--- config.mk ---
export PLATFORM = sky130hd
export DESIGN_NAME = coherent_mem_arbiter_flat
export DESIGN_NICKNAME = d
export VERILOG_FILES = /design/src/rtl/coherent_mem_arbiter_if.sv /design/src/rtl/coherent_mem_arbiter.sv /design/src/flat_wrapper.sv
export SDC_FILE = /design/constraint.sdc
export NUM_CORES = 1
export LEC_CHECK = 0
export CAP_MARGIN = 40
export CORE_AREA = 2 2 312 314
export DETAILED_ROUTE_END_ITERATION = 10
export DIE_AREA = 0 0 314 316
export PLACE_DENSITY_LB_ADDON = 0.25
export SLEW_MARGIN = 25
export SYNTH_ARGS = -nofsm -noshare
export SYNTH_HDL_FRONTEND = slang
export SYNTH_SLANG_ARGS = --single-unit
--- constraint.sdc ---
create_clock -name CLK -period 6.2 [get_ports CLK]
set_clock_uncertainty 0.1 [all_clocks]
set_input_delay 1.24 -clock CLK [delete_from_list [all_inputs] [get_ports CLK]]
set_output_delay 1.24 -clock CLK [all_outputs]
set_load 0.1 [all_outputs]
--- src/rtl/coherent_mem_arbiter_if.sv ---
// Core/cache and RAM side bus of the coherent memory arbiter.
// slave: arbiter view; master: cores plus RAM model view.
interface coherent_mem_arbiter_if #(
  parameter int CPUS   = 4,
  parameter int ADDR_W = 32,
  parameter int WORD_W = 32
);
  logic [CPUS-1:0]        iREN;
  logic [CPUS*ADDR_W-1:0] iaddr;
  logic [CPUS-1:0]        dREN;
  logic [CPUS-1:0]        dWEN;
  logic [CPUS*ADDR_W-1:0] daddr;
  logic [CPUS*WORD_W-1:0] dstore;
  logic [CPUS-1:0]        ccwrite;
  logic [CPUS-1:0]        iwait;
  logic [CPUS*WORD_W-1:0] iload;
  logic [CPUS-1:0]        dwait;
  logic [CPUS*WORD_W-1:0] dload;
  logic [CPUS-1:0]        ccwait;
  logic [CPUS-1:0]        ccinv;
  logic [ADDR_W-1:0]      ccsnoopaddr;
  logic                   ramREN;
  logic                   ramWEN;
  logic [ADDR_W-1:0]      ramaddr;
  logic [WORD_W-1:0]      ramstore;
  logic [WORD_W-1:0]      ramload;
  logic [1:0]             ramstate;

  modport slave (
    input  iREN, iaddr, dREN, dWEN, daddr, dstore,
    input  ccwrite, ramload, ramstate,
    output iwait, iload, dwait, dload,
    output ccwait, ccinv, ccsnoopaddr,
    output ramREN, ramWEN, ramaddr, ramstore
  );

  modport master (
    output iREN, iaddr, dREN, dWEN, daddr, dstore,
    output ccwrite, ramload, ramstate,
    input  iwait, iload, dwait, dload,
    input  ccwait, ccinv, ccsnoopaddr,
    input  ramREN, ramWEN, ramaddr, ramstore
  );
endinterface

--- src/rtl/coherent_mem_arbiter.sv ---
// N-core coherent memory arbiter: round-robin per class, snoop, c2c forward.
// Ports: CLK, nRST (sync, active-low), bus (slave side of the arbiter bus).
module coherent_mem_arbiter #(
  parameter int CPUS   = 4,
  parameter int ADDR_W = 32,
  parameter int WORD_W = 32
) (
  input logic CLK,
  input logic nRST,
  coherent_mem_arbiter_if.slave bus
);
  localparam int CW = (CPUS > 2) ? $clog2(CPUS) : 1;
  localparam logic [1:0] ACCESS = 2'd2;

  typedef enum logic [2:0] {
    IDLE, DWRITE, DSNOOP, DRAM, DFWD, IREAD
  } state_t;

  state_t        state;
  logic [CW-1:0] sel, owner, ptr_d, ptr_i;

  logic [ADDR_W-1:0] iaddr_a  [CPUS];
  logic [ADDR_W-1:0] daddr_a  [CPUS];
  logic [WORD_W-1:0] dstore_a [CPUS];
  logic [WORD_W-1:0] iload_a  [CPUS];
  logic [WORD_W-1:0] dload_a  [CPUS];

  for (genvar g = 0; g < CPUS; g++) begin : g_slice
    assign iaddr_a[g]  = bus.iaddr[g*ADDR_W +: ADDR_W];
    assign daddr_a[g]  = bus.daddr[g*ADDR_W +: ADDR_W];
    assign dstore_a[g] = bus.dstore[g*WORD_W +: WORD_W];
    assign bus.iload[g*WORD_W +: WORD_W] = iload_a[g];
    assign bus.dload[g*WORD_W +: WORD_W] = dload_a[g];
  end

  logic [CPUS-1:0] wreq, rreq, ireq;
  logic [CPUS-1:0] sel_oh, others, dirty;
  logic [CW-1:0]   sel_nxt;
  logic            access;

  // a core raising dWEN and dREN together is served as a write only
  assign wreq    = bus.dWEN;
  assign rreq    = bus.dREN & ~bus.dWEN;
  assign ireq    = bus.iREN;
  assign sel_oh  = {{(CPUS-1){1'b0}}, 1'b1} << sel;
  assign others  = ~sel_oh;
  assign dirty   = bus.ccwrite & others;
  assign access  = bus.ramstate == ACCESS;
  assign sel_nxt = (sel == CW'(CPUS-1)) ? '0 : sel + 1'b1;

  // first requester at or above ptr, wrapping modulo CPUS
  function automatic logic [CW-1:0] pick(
    input logic [CPUS-1:0] req,
    input logic [CW-1:0]   ptr
  );
    logic [CW-1:0] idx;
    pick = ptr;
    for (int i = CPUS-1; i >= 0; i--) begin
      idx = CW'((int'(ptr) + i) % CPUS);
      if (req[idx]) pick = idx;
    end
  endfunction

  function automatic logic [CW-1:0] lowest(
    input logic [CPUS-1:0] req
  );
    lowest = '0;
    for (int i = CPUS-1; i >= 0; i--)
      if (req[i]) lowest = CW'(i);
  endfunction

  always_ff @(posedge CLK) begin
    if (!nRST) begin
      state <= IDLE;
      sel   <= '0;
      owner <= '0;
      ptr_d <= '0;
      ptr_i <= '0;
    end else begin
      unique case (state)
        IDLE: begin
          if (|wreq) begin
            state <= DWRITE;
            sel   <= pick(wreq, ptr_d);
          end else if (|rreq) begin
            state <= DSNOOP;
            sel   <= pick(rreq, ptr_d);
          end else if (|ireq) begin
            state <= IREAD;
            sel   <= pick(ireq, ptr_i);
          end
        end
        DSNOOP: begin
          if (|dirty) begin
            state <= DFWD;
            owner <= lowest(dirty);
          end else begin
            state <= DRAM;
          end
        end
        DWRITE, DRAM, DFWD: begin
          if (access) begin
            ptr_d <= sel_nxt;
            state <= IDLE;
          end
        end
        IREAD: begin
          if (access) begin
            ptr_i <= sel_nxt;
            state <= IDLE;
          end
        end
        default: state <= IDLE;
      endcase
    end
  end

  always_comb begin
    bus.iwait       = '1;
    bus.dwait       = '1;
    bus.ccwait      = '0;
    bus.ccinv       = '0;
    bus.ccsnoopaddr = '0;
    bus.ramREN      = 1'b0;
    bus.ramWEN      = 1'b0;
    bus.ramaddr     = '0;
    bus.ramstore    = '0;
    for (int k = 0; k < CPUS; k++) begin
      iload_a[k] = '0;
      dload_a[k] = '0;
    end
    unique case (state)
      DWRITE: begin
        bus.ramWEN   = 1'b1;
        bus.ramaddr  = daddr_a[sel];
        bus.ramstore = dstore_a[sel];
        if (access) bus.dwait[sel] = 1'b0;
      end
      DSNOOP: begin
        bus.ccsnoopaddr = daddr_a[sel];
        bus.ccwait      = others;
        bus.ccinv       = bus.ccwrite[sel] ? others : '0;
      end
      DRAM: begin
        bus.ccwait      = others;
        bus.ccsnoopaddr = daddr_a[sel];
        bus.ramREN      = 1'b1;
        bus.ramaddr     = daddr_a[sel];
        dload_a[sel]    = bus.ramload;
        if (access) bus.dwait[sel] = 1'b0;
      end
      DFWD: begin
        // owner's dirty word feeds the reader and the writeback together
        bus.ccwait      = others;
        bus.ccsnoopaddr = daddr_a[sel];
        dload_a[sel]    = dstore_a[owner];
        bus.ramWEN      = 1'b1;
        bus.ramaddr     = daddr_a[sel];
        bus.ramstore    = dstore_a[owner];
        if (access) begin
          bus.dwait[sel]   = 1'b0;
          bus.dwait[owner] = 1'b0;
        end
      end
      IREAD: begin
        bus.ramREN   = 1'b1;
        bus.ramaddr  = iaddr_a[sel];
        iload_a[sel] = bus.ramload;
        if (access) bus.iwait[sel] = 1'b0;
      end
      default: ;
    endcase
  end
endmodule

--- src/flat_wrapper.sv ---
// flat-port wrapper written by rule: the top's interface ports become plain ports
module coherent_mem_arbiter_flat 
#(
  parameter int CPUS   = 4,
  parameter int ADDR_W = 32,
  parameter int WORD_W = 32
)
  (CLK, nRST, bus_iREN, bus_iaddr, bus_dREN, bus_dWEN, bus_daddr, bus_dstore, bus_ccwrite, bus_ramload, bus_ramstate, bus_iwait, bus_iload, bus_dwait, bus_dload, bus_ccwait, bus_ccinv, bus_ccsnoopaddr, bus_ramREN, bus_ramWEN, bus_ramaddr, bus_ramstore);
  coherent_mem_arbiter_if #(.CPUS(CPUS), .ADDR_W(ADDR_W), .WORD_W(WORD_W)) bus_i ();
  input logic CLK;
  input logic nRST;
  input wire logic [$bits(bus_i.iREN)-1:0] bus_iREN;
  input wire logic [$bits(bus_i.iaddr)-1:0] bus_iaddr;
  input wire logic [$bits(bus_i.dREN)-1:0] bus_dREN;
  input wire logic [$bits(bus_i.dWEN)-1:0] bus_dWEN;
  input wire logic [$bits(bus_i.daddr)-1:0] bus_daddr;
  input wire logic [$bits(bus_i.dstore)-1:0] bus_dstore;
  input wire logic [$bits(bus_i.ccwrite)-1:0] bus_ccwrite;
  input wire logic [$bits(bus_i.ramload)-1:0] bus_ramload;
  input wire logic [$bits(bus_i.ramstate)-1:0] bus_ramstate;
  output wire logic [$bits(bus_i.iwait)-1:0] bus_iwait;
  output wire logic [$bits(bus_i.iload)-1:0] bus_iload;
  output wire logic [$bits(bus_i.dwait)-1:0] bus_dwait;
  output wire logic [$bits(bus_i.dload)-1:0] bus_dload;
  output wire logic [$bits(bus_i.ccwait)-1:0] bus_ccwait;
  output wire logic [$bits(bus_i.ccinv)-1:0] bus_ccinv;
  output wire logic [$bits(bus_i.ccsnoopaddr)-1:0] bus_ccsnoopaddr;
  output wire logic [$bits(bus_i.ramREN)-1:0] bus_ramREN;
  output wire logic [$bits(bus_i.ramWEN)-1:0] bus_ramWEN;
  output wire logic [$bits(bus_i.ramaddr)-1:0] bus_ramaddr;
  output wire logic [$bits(bus_i.ramstore)-1:0] bus_ramstore;
  assign bus_i.iREN = bus_iREN;
  assign bus_i.iaddr = bus_iaddr;
  assign bus_i.dREN = bus_dREN;
  assign bus_i.dWEN = bus_dWEN;
  assign bus_i.daddr = bus_daddr;
  assign bus_i.dstore = bus_dstore;
  assign bus_i.ccwrite = bus_ccwrite;
  assign bus_i.ramload = bus_ramload;
  assign bus_i.ramstate = bus_ramstate;
  assign bus_iwait = bus_i.iwait;
  assign bus_iload = bus_i.iload;
  assign bus_dwait = bus_i.dwait;
  assign bus_dload = bus_i.dload;
  assign bus_ccwait = bus_i.ccwait;
  assign bus_ccinv = bus_i.ccinv;
  assign bus_ccsnoopaddr = bus_i.ccsnoopaddr;
  assign bus_ramREN = bus_i.ramREN;
  assign bus_ramWEN = bus_i.ramWEN;
  assign bus_ramaddr = bus_i.ramaddr;
  assign bus_ramstore = bus_i.ramstore;
  coherent_mem_arbiter #(.CPUS(CPUS), .ADDR_W(ADDR_W), .WORD_W(WORD_W)) u_core (.CLK(CLK), .nRST(nRST), .bus(bus_i));
endmodule
==> results.txt, run 1 <==
Summary of implementation figures.

Outcome
The flow ran to the end, and the final reports show no timing, DRC or antenna violations.

Synth
The cell type with the largest total area is sky130_fd_sc_hd__mux4_2. For reference, compound AND-OR and OR-AND cells occupy around 15% of the area reported after synthesis. The largest combinational cell category by area is multiplexers. The synthesized design devotes to its leading area cell type 41.5% of total area. The number of flops mapped to enable cells by yosys is 0. The number of cells in the yosys synthesis report is between 800 and 900.

Layout
The register with the most flip-flops in the layout has 3 of them. The number of sequential cells reported for the layout is 11. For this run, the number of standard cells in the final layout without fillers is around 3,000. Measured on the final layout, buffering overhead outside the clock network stands at 59.1%. The final layout report lists a non-clock inverter count of 8. Across the whole layout, multi-input logic makes up a little under a third of the cell area.

The register with the most flip-flops is u_core.state. The ratio of cells with drive above 1 in the final layout is between 30% and 40%.

Timing
Across all setup checks in the final design, the least slack found is ~1400 ps. The count of endpoints failing setup in the final report is 0. Checking max transition, the worst relative margin is 37.0%. After layout, the worst path uses 77.6% of the clock period.

The maximum operating frequency is 208 MHz. The tightest hold path in the finished design has a slack of 500 ps.

Clock network
The clock sink count is 11. The number of buffers created by CTS is 3. The number of gates given a new drive strength after cts is 0.

Worst setup path
The reg-to-reg setup timing slack is 3620 ps. The arrival time of the worst setup path is 3470 ps. The capture point of the worst reg-to-reg path is u_core.state[2].

The delay of the slowest cell on the worst path is 650 ps. The critical path runs through a total of 6 cells. The number of buffer and inverter stages on the critical path is 2.

For reference, the critical path cell chain is clkdlybuf4s50_1 > mux4_2 > nor2b_1 > a21oi_1 > nor2_1 > buf_4. The required arrival time at the worst endpoint is 4860 ps.

Route
The number of nets with antenna violations after detailed routing is 0. The first-pass iteration count of the detailed router is 5. In the routed layout, each cell is associated on average with a via count of between 3 and 4.

Global route
met3 track demand over resource after global routing is roughly 2.6%. The total grt overflow is 0.

Pwr
Per the summary, power density relative to cell area is 87.8 nW/um^2. The static power due to leakage is roughly 7.8 nW. The share of total power dissipated in the clock network is under 10%. Internal power comes to 0.874 mW.

Combinational power for this build is 1.54 mW. Switching power as a fraction of the total was reported as about half.

Place
The congestion estimate from routability-driven global placement came to 0.901. The placed wire-length estimate after detailed placement is 59,500 um. The pre-CTS setup check shows a worst slack of roughly 1300 ps.

Run
The stage-log warning count is 35.
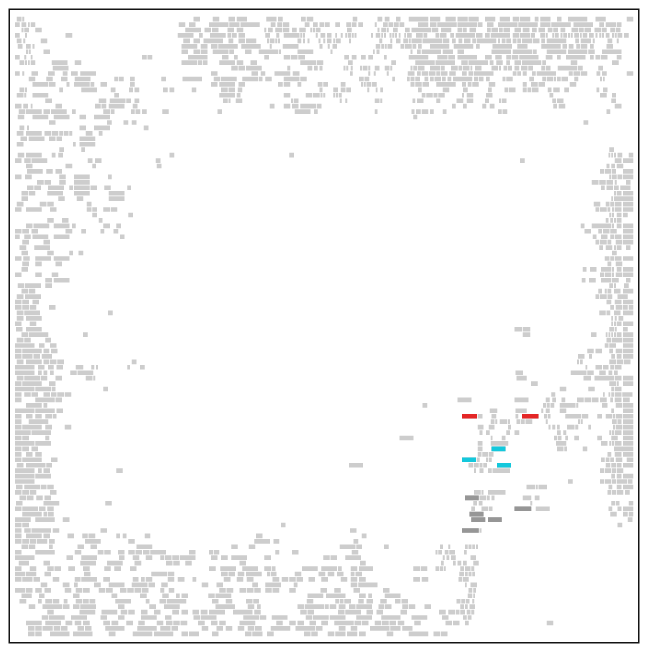
*Where the registers sit, run 1*
(2 px per um) Other sequential cells in the stronger gray, the rest of the logic in the fainter gray.
- red: `u_core.owner` (flops 2)
- cyan: `u_core.state` (flops 3)
- not colored: 6
power in sequential cells: 0.0833 mW
fraction of the core area covered by cells at the end of the flow: 20.6%
flop share of the area: 1.18%
FF+latch area: 233 um^2

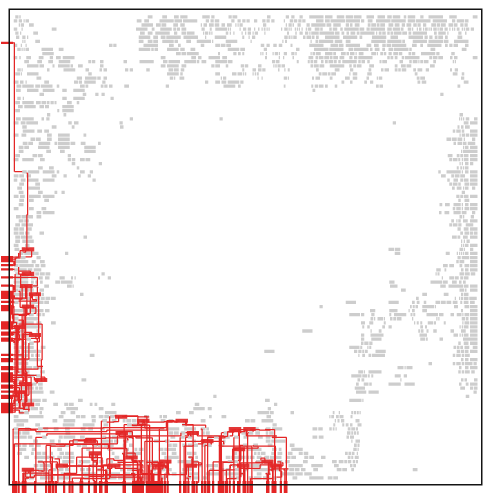
*Nets reached from selected ports, run 1*
(1.5 px per um)
- red: `bus_daddr` (bits 128; direction input; edge 84 bottom, 44 left; end cells 32; buffers 128; wire 5,220 um)
input/output buffers: 805
io pins: 806

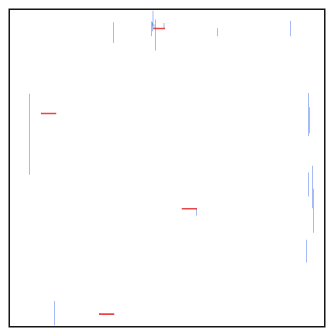
*Routed metal, one color a layer, run 1*
(1 px per um) Only two layers are drawn.
- blue: M4 (wire length 435 um)
- red: M5 (wire length 51.5 um)
overall fraction of global-route tracks in use: 13.0%
detailed-route wire length per cell: 22.9 um

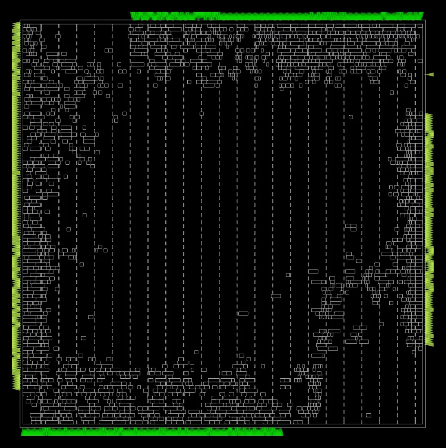
*Cell outlines without signal wires, run 1*
FILL cells: 10,400
Std-Cell Rows: 114
tap cells: 1,276

==> run 2: changes to the inputs <==
CORE_AREA = 2 2 311 313   (was 2 2 312 314)
DIE_AREA = 0 0 313 315   (was 0 0 314 316)
clock period = 4.1 ns   (was 6.2 ns; I/O delays follow)
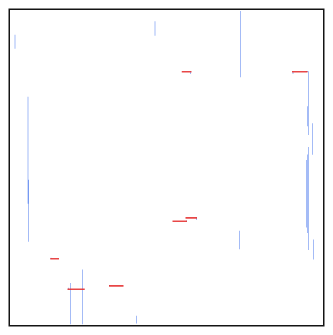
*Routed metal, one color a layer, run 2*
(1 px per um) Only two layers are drawn.
- red: M5 (wire length 81.0 um)
- blue: M4 (wire length 777 um)
overall fraction of global-route tracks in use: 12.9%
final wirelength: 67,600 um
detailed-route via count: 10,300

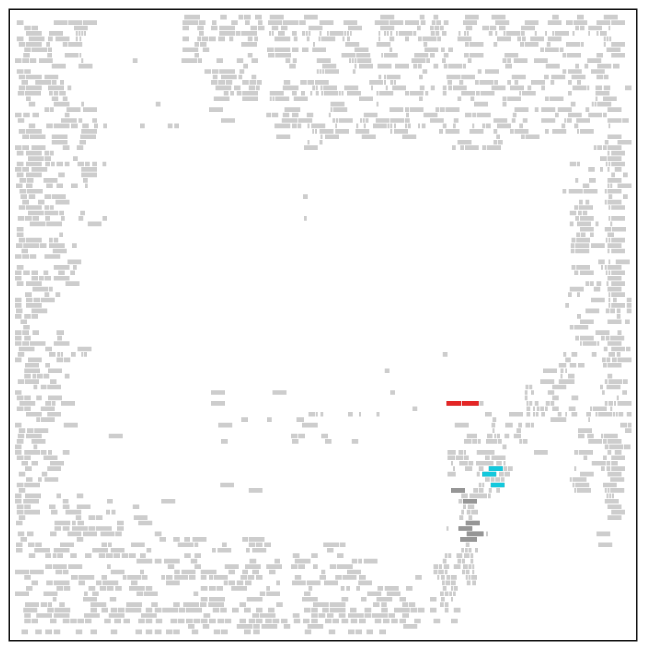
*Where the registers sit, run 2*
(2 px per um) Other sequential cells in the stronger gray, the rest of the logic in the fainter gray.
- red: `u_core.owner` (flops 2)
- cyan: `u_core.state` (flops 3)
fraction of the core area covered by cells at the end of the flow: 20.6%
power in sequential cells: 0.150 mW
flop share of the area: 1.18%

==> run 2 against run 1 <==
Utilization about the same; setup slack worse by 1100 ps; design area down 0.30%; worst hold slack worse by 11 ps; via count down 7.0%; global-route usage down 0.099 points; synthesized cell count unchanged; clock power up 51%; sequential cell count unchanged; sequential power up about 80%; sequential share of layout area about the same; largest power group unchanged.
==> results.txt, run 2 <==
Summary of implementation figures.

Run
The stage-log warning count is 33 (was 35).

Synth
The number of cells in the yosys synthesis report was 804 (unchanged). The share of Yosys cell area claimed by the top area cell type is 41.5% (unchanged). The cell type with the largest total area is sky130_fd_sc_hd__mux4_2 (unchanged). The compound-gate portion of the synthesized area came to 15.0% (unchanged). The number of flops mapped to enable cells by yosys is 0 (unchanged).

Layout
The flop count came to 11 (unchanged). The final cell count without fillers is 2,854 (was 3,002). The register with the most flip-flops is u_core.state (unchanged). The multi-input logic portion of the cell area is 31.1% (about the same). The register cell area after layout is 233 um^2 (unchanged). The number of inserted filler cells in the final layout is 10,400 (about the same).

The non-clock buffering overhead in the final layout is 59.0% (was 59.1%). The ratio of cells with drive above 1 in the final layout came to 36.7% (was 31.9%).

Floorplanning
The standard-cell row count is 114 (unchanged). The count of pins on the block boundary is 806 (unchanged). The well tap count is 1,276 (unchanged).

Route
The via density per instance is 3.61 (was 3.69). The wire length per cell after detailed routing is 23.7 um (was 22.9 um). The first-pass iteration count of the detailed router is 5 (unchanged). The number of nets with antenna violations after detailed routing was 0 (unchanged).

Timing
The post-layout period usage of the worst path is between 90 and 100%. The count of endpoints failing setup in the final report is 0 (unchanged). The setup slack of the critical path after layout was 272 ps (was 1390 ps).

Static timing analysis puts the maximum clock frequency at 261 MHz.

Place
The pre-CTS worst setup slack is 243 ps (was 1310 ps). The placed wire-length estimate after detailed placement is 58,500 um (was 59,500 um). The post-placement cell area came to 19,700 um^2 (about the same).

The number of I/O port buffers is 805 (unchanged). The final estimated routing congestion in global placement is 0.866 (was 0.901).

Worst setup path
The reg-to-reg setup timing slack is 1270 ps (was 3620 ps). The cell depth of the worst setup path is 7 (was 6). The capture point of the worst reg-to-reg path is u_core.owner[0] (was u_core.state[2]). The required arrival time at the worst endpoint is 3180 ps (was 4860 ps). List of cells traversed by the critical path: clkdlybuf4s50_1 > mux4_2 > nor2b_1 > buf_4 > a21oi_1 > nor2_1 > buf_12 (was clkdlybuf4s50_1 > mux4_2 > nor2b_1 > a21oi_1 > nor2_1 > buf_4). The arrival time of the worst setup path came to 2910 ps (was 3470 ps).

The delay of the slowest cell on the worst path is 470 ps (was 650 ps).

Pwr
The cell area power density was 126 nW/um^2 (was 87.8 nW/um^2). The cell-internal power is 1.24 mW (was 0.874 mW). The static power due to leakage is 7.52 nW (was 7.80 nW). The share of total power in the clock network came to 7.3% (was 6.9%). The combinational-cell power consumption is 2.16 mW (was 1.54 mW).

The proportion of total power due to net switching came to 50.3% (was 49.7%).

Clock network
The number of buffers created by CTS is 3 (unchanged). The clock sink count was 11 (unchanged). The number of gates given a new drive strength after cts is 0 (unchanged).

Outcome
Result of the run: finished clean (unchanged).

Global route
The global routing usage on met3 is 3.43% (was 2.64%). The total grt overflow is 0 (unchanged).
==> run 3: changes to the inputs <==
CAP_MARGIN = unset   (was 40)
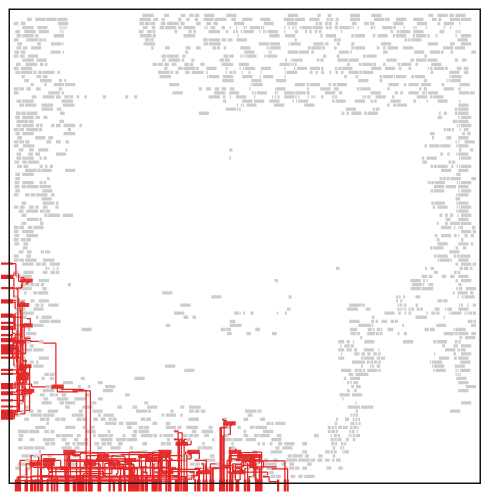
*Nets reached from selected ports, run 3*
(1.5 px per um)
- red: `bus_daddr` (bits 128; direction input; edge 94 bottom, 34 left; end cells 32; buffers 128; wire 4,390 um)

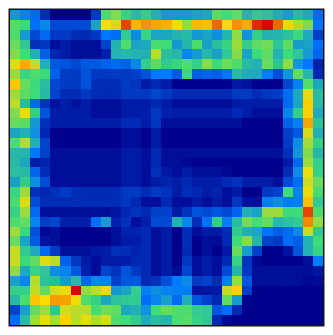
*Routed metal per tile, run 3*
(1 px per um) The die is cut into 31 by 32 equal tiles; dark blue is low, red is high, scaled to the fullest tile. Values are wire area over tile area, all layers added.
- mean over tiles: 0.11
- fullest tile: 0.48
- tiles over half the peak: 16%
- nearly empty tiles: 13%
overall fraction of global-route tracks in use: 12.9%
detailed-route via count: 10,400

==> run 3 against run 2 <==
Die area is the same; count of clock-buffer cells in the layout stayed put; maximum frequency shrank 3.3%; largest power group unchanged.
==> results.txt, run 3 <==
Summary of implementation figures.

Floorplanning
The standard-cell row count came to 114 (unchanged). The count of pins on the block boundary was 806 (unchanged).

Synth
The number of flops mapped to enable cells by yosys came to 0 (unchanged). The largest combinational cell category by area was multiplexers (unchanged). The compound-gate portion of the synthesized area is 15.0% (unchanged). The share of Yosys cell area claimed by the top area cell type came to 41.5% (unchanged).

The number of cells in the yosys synthesis report is 804 (unchanged).

Layout
The final cell count without fillers was 2,846 (was 2,854). The register with the most flip-flops is u_core.state (unchanged). The ratio of cells with drive above 1 in the final layout is 36.6% (was 36.7%).

The flop count is 11 (unchanged).

Worst setup path
The number of buffer and inverter stages on the critical path was 3 (unchanged). The capture point of the worst reg-to-reg path is u_core.state[2] (was u_core.owner[0]). List of cells traversed by the critical path: clkdlybuf4s50_1 > mux4_2 > nor2b_1 > a21oi_1 > buf_4 > nor2_1 > buf_12 (was clkdlybuf4s50_1 > mux4_2 > nor2b_1 > buf_4 > a21oi_1 > nor2_1 > buf_12). The required arrival time at the worst endpoint was 3180 ps (about the same).

The cell depth of the worst setup path is 7 (unchanged). The reg-to-reg setup timing slack was 1290 ps (was 1270 ps).

Timing
The post-layout period usage of the worst path is 96.5% (was 93.4%). The count of endpoints failing setup in the final report was 0 (unchanged). The post-route worst hold slack is 490 ps (was 489 ps). The worst-case headroom to the max-slew limit is 30.1% (was 55.0%).

Place
The pre-CTS worst setup slack is -43.7 ps (was 243 ps). The placed wire-length estimate after detailed placement came to 58,400 um (was 58,500 um). The final estimated routing congestion in global placement is 0.866 (unchanged).

Pwr
The share of total power in the clock network is 7.4% (was 7.3%). The static power due to leakage is 7.48 nW (was 7.52 nW). The proportion of total power due to net switching is 50.4% (was 50.3%). The cell area power density is 127 nW/um^2 (was 126 nW/um^2).

Global route
The total grt overflow was 0 (unchanged). The global routing usage on met3 is 3.45% (was 3.43%).

Route
The number of nets with antenna violations after detailed routing is 0 (unchanged). The total wire length was 67,600 um (about the same).

Outcome
Result of the run: finished clean (unchanged).

Run
The stage-log warning count is 33 (unchanged).

Clock network
The number of buffers created by CTS is 3 (unchanged). The number of gates given a new drive strength after cts is 1 (was 0).
No activity file was given, so power comes from the tool's default toggle rates.
